**PDN straps and rails**

Scale bar: 50 um. Pins as bars on the die edge. Tap cells in grey.
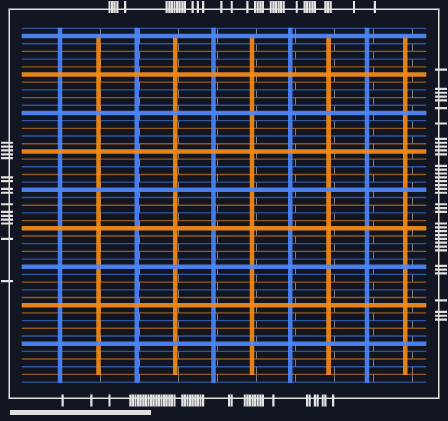
**Placement by cell class**

Scale bar: 50 um.
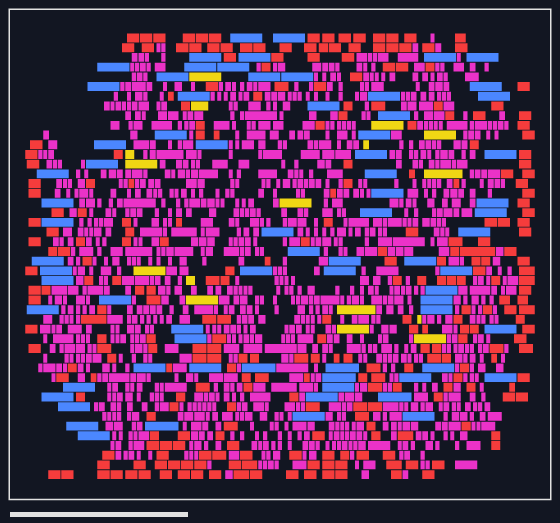
**Clock wires, drivers and flops**

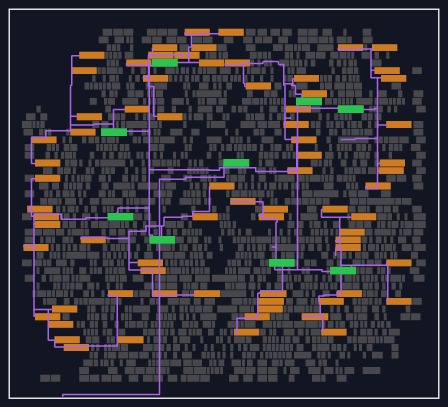
Design grey_counter_n, sky130hd; sources not shown.
==> results.txt <==
Synthesis and PnR results.

- The reported max-cap violation count reads 0.
- The maximum single-stage delay on the critical path reads 0.27 ns.
- Headroom to the max-slew limit came out at between 50% and 60%.
- The maximum clock path buffer count is 2.
- The run finished, with violations left.
- The power in combinational cells reads a little under 2 mW.
- The count of endpoints failing setup in the final report is 11.
- The post-CTS setup repair buffer count is between 70 and 80.
- For this design the ratio of total power to cell area is ~400 nW/um^2.
- The type of element launching the critical path is a primary input.
- The OpenROAD warning count reads 31.
- The initial core utilization is 41.35%.
- As reported, the later end of the worst-skew pair has a clock insertion delay of between 0.3 and 0.4 ns.
- The fraction of synthesized area in multiplexers is 0%.
- Per the cell usage report, the commonest logic cells after layout are sky130_fd_sc_hd__nand2_1, sky130_fd_sc_hd__inv_1, sky130_fd_sc_hd__clkdlybuf4s50_1.
- The post-synthesis cell type count is around 48.
- The count of vias placed by the detailed router reads just under 10k.
- The fraction of area in clock buffers and inverters reads under 10%.
- The total CTS buffers reads 9.
- Of the post-synthesis cell area, the dominant cell type holds between 20% and 30%.
- The adder-cell share of the synthesized area reads under 10%.
- The critical path endpoint category is a register.
- The fraction of cell area in multi-input combinational cells is reported as between 40 and 50%.
- The number of violations reported at the end of detailed-routing iteration 0 reads slightly below 900.
- For this design, the slowest cell found on the critical path is sky130_fd_sc_hd__nor2_4.
- The checks that failed: setup timing.
- The pre-CTS setup slack reads -1.764 ns.
- The inverter tally of the final layout excluding the clock network reads around 210.
- The most crowded layer after global routing reads met2.
- The internal reg-to-reg setup slack reads -0.60 ns.
- The area growth from synthesis to layout is 51.32%.
- The total of buffers placed on input and output ports reads roughly 140.
- Hold repair after CTS inserted 0 buffers.
- Traced cell by cell, the critical path runs through buf_6, buf_6, nor2_4, nor2_1, nor2_2, inv_2, nor3_4, nand3_2, nor2_2, nand2_2, nor2_4, nand4_1, nor2_4, nand2_2, o21ai_2, o22a_2, inv_2, ha_4, nor3_2, nor3_2, nor3_2, nor3_2.
- The total negative setup slack reads -3.599 ns.
- The depth of the CTS H-tree reads 3.
- The antenna diode count reads 0.
- The number of nets in the synthesized netlist is approximately 1.4k.
- The TritonCTS clock tree reads done.
- The placement summary gives the final routability congestion estimate as approximately 1.
- Signal routing reaches up to met4.
- The total die size is slightly above 20000 um^2.
- The remaining antenna violation count is 0.
- Counting every instance in the synthesized netlist gives 1268.
- The buffer type at the clock tree root reads sky130_fd_sc_hd__clkbuf_16.
- Detailed placement reports a standard cell area of slightly above 9000 um^2.
- The number of global-route vias before repair is about 8.7k.
- Per the synthesis report, the XOR/XNOR share of the synthesized area is 0%.
- STA puts the critical path data arrival time at about 3.6 ns.
- Of all nets on the critical path, the largest fanout is 8.
- Counting the fill cells in the layout gives 1672.
- The power share of the combinational group reads a little over two fifths.
- Counting flops with a built-in enable in the synthesized netlist gives 0.
- The setup slack of the critical path after layout reads -0.6047 ns.
- The share of the clock period used by the worst path after layout reads 121.6%.
- The flip-flop and latch count after synthesis reads 72.
- The number of search-and-repair iterations in the first detailed-routing pass is 7.
- The register cell area after layout is about 1800 um^2.
- The reported net switching power is ~1.8 mW.
- The met1 layer wirelength in the final routing is between 10 and 15 mm.
- The length of routed met3 wiring reads around 2.6 mm.
- The share of synthesized area occupied by flip-flops and latches is approximately a quarter.
- Dividing the detail-routed wire length by the instance count gives 17.52 um.
- Entering global routing, the biggest net connects around 65 pins.
- The cell total in the yosys stat output is ~1.3k.
- The sequential cell fraction of total power is between 20 and 30%.
Notes on 'PDN straps and rails' above:
Blue shows VSS. Orange shows VDD.
9 straps on met5. 10 straps on met4. 142 signal pins sit on the boundary. 47 met1 rails follow the rows. The core has 46 rows.
Die Wd: 151.4 um
Die Y: 137.1 um
Peak supply drop: 0.2528 mV
Core Region: 17900 um^2

Notes on 'placement by cell class' above:
Yellow shows clock drivers and dummy loads, cells 16, share of their area 3.0%. Blue shows flops, cells 72, share of their area 17%. Red shows other buffers and delay cells, cells 279, share of their area 23%. Magenta shows combinational and other logic, cells 1170, share of their area 57%.
sequential share of cell area: 16.14%
final cell utilization of the core: 62.58%
finished layout cell area: 11200 um^2
Cell Rows: 46

Notes on 'clock wires, drivers and flops' above:
Green shows clock drivers, count 9. Orange shows flip-flops, count 72. Purple shows clock wires, length 1240 um.
There are 10 routed clock nets. Position of the flops: widely spread.
clock network power: 1.29 mW
Clk pwr share: 28.7%

No activity file was given, so power comes from the tool's default toggle rates.
